===== config.mk =====
export PLATFORM = sky130hd
export DESIGN_NAME = if_fetch_queue_flat
export DESIGN_NICKNAME = d
export VERILOG_FILES = /design/src/rtl/if_fetch_queue_if.sv /design/src/rtl/if_fetch_queue.sv /design/src/flat_wrapper.sv
export SDC_FILE = /design/constraint.sdc
export NUM_CORES = 1
export LEC_CHECK = 0
export CORE_ASPECT_RATIO = 0.7
export CORE_MARGIN = 5
export CORE_UTILIZATION = 59
export DETAILED_ROUTE_END_ITERATION = 8
export HOLD_SLACK_MARGIN = 0.08
export MAX_ROUTING_LAYER = met4
export PLACE_DENSITY = 0.88
export RECOVER_POWER = 100
export SKIP_CTS_REPAIR_TIMING = 1
export SLEW_MARGIN = 20
export SYNTH_ARGS = -nofsm -noshare
export SYNTH_HDL_FRONTEND = slang
export SYNTH_SLANG_ARGS = --single-unit

===== constraint.sdc =====
create_clock -name clk -period 9 [get_ports clk]
set_input_delay 0.9 -clock clk [delete_from_list [all_inputs] [get_ports clk]]
set_output_delay 0.9 -clock clk [all_outputs]
set_load 0.005 [all_outputs]

===== src/rtl/if_fetch_queue_if.sv =====
// ----------------------------------------------------------------------------
// if_fetch_queue_if : IF -> ID prefetch queue handshake bundle
// Rev 1.0
// ----------------------------------------------------------------------------
`default_nettype none

interface if_fetch_queue_if #(
  parameter int PC_W    = 32,
  parameter int INSTR_W = 32,
  parameter int DEPTH   = 4
);
  localparam int AW = $clog2(DEPTH);

  logic                      flush;
  logic                      push_valid;
  logic [PC_W-1:0]           push_pc_plus4;
  logic [INSTR_W-1:0]        push_instr;
  logic                      push_ready;
  logic                      pop_ready;
  logic                      pop_valid;
  logic [PC_W+INSTR_W-1:0]   IF_ID;
  logic [AW:0]               count;

  modport master (
    output flush, push_valid, push_pc_plus4, push_instr, pop_ready,
    input  push_ready, pop_valid, IF_ID, count
  );

  modport slave (
    input  flush, push_valid, push_pc_plus4, push_instr, pop_ready,
    output push_ready, pop_valid, IF_ID, count
  );
endinterface

`default_nettype wire


===== src/rtl/if_fetch_queue.sv =====
// ----------------------------------------------------------------------------
// if_fetch_queue : DEPTH-entry IF->ID prefetch FIFO, one-cycle flush, NOP when empty
// Optional macro IF_FETCH_QUEUE_BYPASS_EN : empty-queue zero-latency bypass. Rev 1.0
// ----------------------------------------------------------------------------
`default_nettype none

module if_fetch_queue #(
  parameter int PC_W    = 32,
  parameter int INSTR_W = 32,
  parameter int DEPTH   = 4
) (
  input  wire logic          clk,
  input  wire logic          reset_b,
  if_fetch_queue_if.slave    bus
);
  localparam int            AW     = $clog2(DEPTH);
  localparam int            W      = PC_W + INSTR_W;
  localparam logic [AW:0]   C_FULL = (AW+1)'(DEPTH);

  logic [W-1:0]  r_mem [DEPTH];
  logic [AW-1:0] r_rd_ptr;
  logic [AW-1:0] r_wr_ptr;
  logic [AW:0]   r_count;

  logic          w_empty;
  logic          w_full;
  logic          w_head_valid;
  logic          w_bypass;
  logic          w_push;
  logic          w_store;
  logic          w_adv_rd;
  logic [W-1:0]  w_word;

  assign w_word       = {bus.push_pc_plus4, bus.push_instr};
  assign w_empty      = (r_count == '0);
  assign w_full       = (r_count == C_FULL);
  assign w_head_valid = !w_empty && !bus.flush;

`ifdef IF_FETCH_QUEUE_BYPASS_EN
  assign w_bypass = w_empty && bus.push_valid && !bus.flush;
`else
  assign w_bypass = 1'b0;
`endif

  // push_ready deliberately ignores pop_ready: a full queue never chains pop into push
  assign bus.push_ready = !w_full && !bus.flush;
  assign bus.pop_valid  = w_head_valid || w_bypass;
  assign bus.count      = r_count;

  always_comb begin
    bus.IF_ID = '0;
    if (w_head_valid) begin
      bus.IF_ID = r_mem[r_rd_ptr];
    end else if (w_bypass) begin
      bus.IF_ID = w_word;
    end
  end

  assign w_push   = bus.push_valid && bus.push_ready;
  assign w_adv_rd = w_head_valid && bus.pop_ready;
  // A bypassed word taken by ID in the same cycle never occupies a slot
  assign w_store  = w_push && !(w_bypass && bus.pop_ready);

  always_ff @(posedge clk or negedge reset_b) begin
    if (!reset_b) begin
      r_rd_ptr <= '0;
      r_wr_ptr <= '0;
      r_count  <= '0;
    end else if (bus.flush) begin
      r_rd_ptr <= '0;
      r_wr_ptr <= '0;
      r_count  <= '0;
    end else begin
      if (w_store) begin
        r_wr_ptr <= r_wr_ptr + 1'b1;
      end
      if (w_adv_rd) begin
        r_rd_ptr <= r_rd_ptr + 1'b1;
      end
      if (w_store && !w_adv_rd) begin
        r_count <= r_count + 1'b1;
      end else if (!w_store && w_adv_rd) begin
        r_count <= r_count - 1'b1;
      end
    end
  end

  always_ff @(posedge clk) begin
    if (w_store) begin
      r_mem[r_wr_ptr] <= w_word;
    end
  end

`ifndef SYNTHESIS
  // An underflow wraps the unsigned count above C_FULL, so one bound covers both
  a_count_range: assert property (@(posedge clk) disable iff (!reset_b) r_count <= C_FULL);
`endif

endmodule

`default_nettype wire


===== src/flat_wrapper.sv =====
// flat-port wrapper written by rule: the top's interface ports become plain ports
module if_fetch_queue_flat 
#(
  parameter int PC_W    = 32,
  parameter int INSTR_W = 32,
  parameter int DEPTH   = 4
)
  (clk, reset_b, bus_flush, bus_push_valid, bus_push_pc_plus4, bus_push_instr, bus_pop_ready, bus_push_ready, bus_pop_valid, bus_IF_ID, bus_count);
  if_fetch_queue_if #(.PC_W(PC_W), .INSTR_W(INSTR_W), .DEPTH(DEPTH)) bus_i ();
  input  wire logic clk;
  input  wire logic reset_b;
  input wire logic [$bits(bus_i.flush)-1:0] bus_flush;
  input wire logic [$bits(bus_i.push_valid)-1:0] bus_push_valid;
  input wire logic [$bits(bus_i.push_pc_plus4)-1:0] bus_push_pc_plus4;
  input wire logic [$bits(bus_i.push_instr)-1:0] bus_push_instr;
  input wire logic [$bits(bus_i.pop_ready)-1:0] bus_pop_ready;
  output wire logic [$bits(bus_i.push_ready)-1:0] bus_push_ready;
  output wire logic [$bits(bus_i.pop_valid)-1:0] bus_pop_valid;
  output wire logic [$bits(bus_i.IF_ID)-1:0] bus_IF_ID;
  output wire logic [$bits(bus_i.count)-1:0] bus_count;
  assign bus_i.flush = bus_flush;
  assign bus_i.push_valid = bus_push_valid;
  assign bus_i.push_pc_plus4 = bus_push_pc_plus4;
  assign bus_i.push_instr = bus_push_instr;
  assign bus_i.pop_ready = bus_pop_ready;
  assign bus_push_ready = bus_i.push_ready;
  assign bus_pop_valid = bus_i.pop_valid;
  assign bus_IF_ID = bus_i.IF_ID;
  assign bus_count = bus_i.count;
  if_fetch_queue #(.PC_W(PC_W), .INSTR_W(INSTR_W), .DEPTH(DEPTH)) u_core (.clk(clk), .reset_b(reset_b), .bus(bus_i));
endmodule

==> out/metrics.cfg <==
[run_status]
status=finished, violations left
failed_checks=max-capacitance violations, max-slew violations

[job]
warnings=29
cap_viol_max_count=5

[global_routing]
antenna_found_initial=6
grt_first_pass_wirelength_mm=30.6
met2_usage_pct=31.9
overflow=0
grt_pass1_vias=5295
grt_max_degree=65

[logic_synthesis]
synth_nets=543
synth_cells=469
topCombFamilyByArea=multiplexers
aoi_share_pct=1.25
synth-edff-count=256
flop_cell=edfxtp_1
syn_area_per_cell_um2=21.8
yosysUniqueCellTypes=33
top_cell=edfxtp_1
mux_area_share_pct=14.2
yosys_warnings=0

[critical_path]
crit_path_start=bus_flush
path_delay_family=buffers and inverters
rr_worst_depth=3
critPathRequiredTime_ns=8.10
crit_cells=5
cp_max_fo=34
rrSetupSlack_ns=3.88
cpPeakStageDelay_ns=1.46
arrival_ns=4.96

[power]
p_comb_mw=0.680
comb_power_share_pct=20.7
power_mw=3.28
p_sw_share_pct=23.6
pwr-share-seq_pct=45.9
clkPwrFrac_pct=33.4
vdd_drop_max_mv=0.140
power_leader=sequential cells
power_leakage_nw=4.02
p_int_mw=2.51
power_density_nw_per_um2=260
p_sw_mw=0.774

[clocking]
cts_buffers=24
htreeDepth=1
cts_tree=built

[detailed_routing]
drc=0
wl_per_cell_um=22.5

[hold_path]
hold_path_depth=2

[sta]
finalCritPeriodShare_pct=65.1
whs_ns=0.624
setup-tns-final_ns=0
finClkSkew_ns=0.0148
finalMaxSlewViolations=294

[place]
routabilityCongestion=0.832
hpwl_mm=11.3

[cells_and_area]
nMultiInputCombCells=177
area_delta_synth_final_pct=23.7
num_antenna_cells=6
n_clock_buffer=29
sh_seq_area_pct=62.3
largest_cell_class=flip-flops and latches
final-nonclk-buf-share_pct=11.0

[floorplanning]
fp_util_pct=59.9

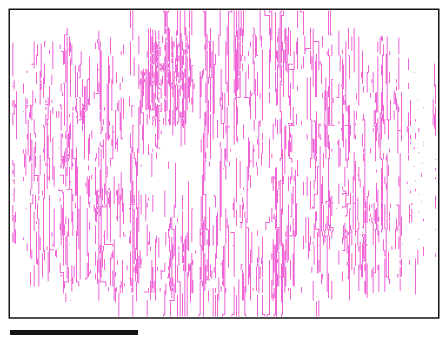
layer_met2.png
The bar under the picture is 50 um long.
- nets with wire on the layer: 629
- share of all routed wire: 49%
- main direction: vertical
- wire length on this layer: 9660 um

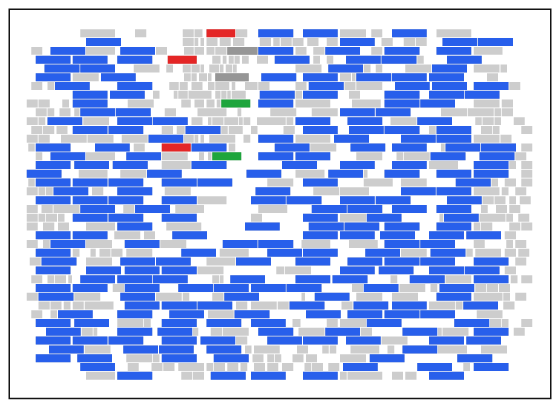
flops_by_reg.png
Other sequential cells in the stronger gray, the rest of the logic in the fainter gray.
- u_core.r_mem: blue (sequential cells 256; where all over the die)
- u_core.bus.count: red (sequential cells 3)
- u_core.r_wr_ptr: green (sequential cells 2)
FF+latch area: 7870 um2
fin util: 74.0%
sequential power: 1.51 mW

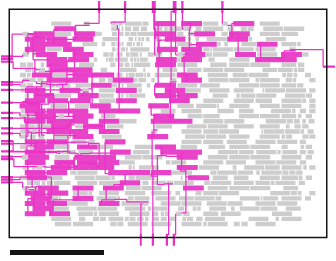
io_fan.png
The bar under the picture is 50 um long.
- bus_push_pc_plus4: magenta (direction input; end cells 128; buffers 32; wire 1840 um)
# port buffers: 137
I/O pins: 138

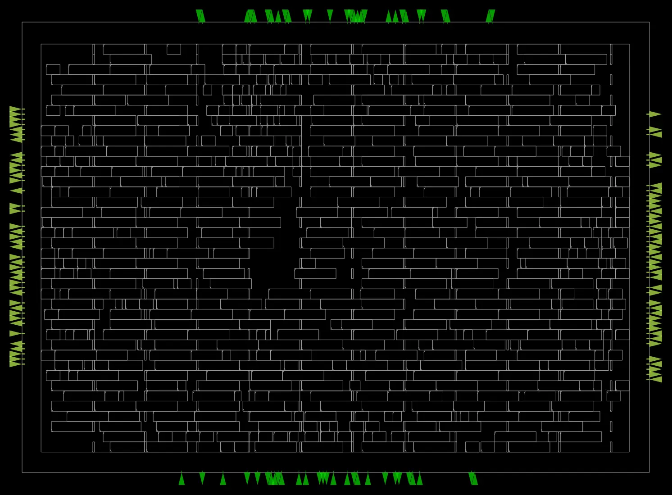
placement.png
final-layout fill cell count: 951
Core Area: 17100 um2
non-filler instance count after layout: 866
n_taps: 231
Flops: 263

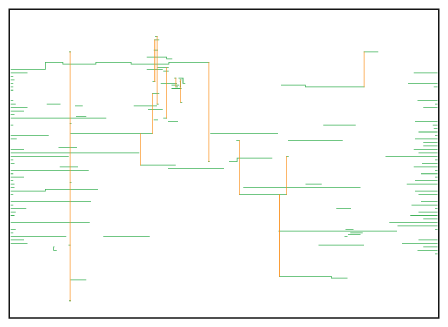
wires.png
Two of the layers only.
- metal 4: orange (wire length 320 um)
- metal 3: green (wire length 1180 um)
GRT Overall Usage: 20.2%
WL final: 19.5 mm
vias after detailed routing: 4992

Power and IR drop assume default switching activity.
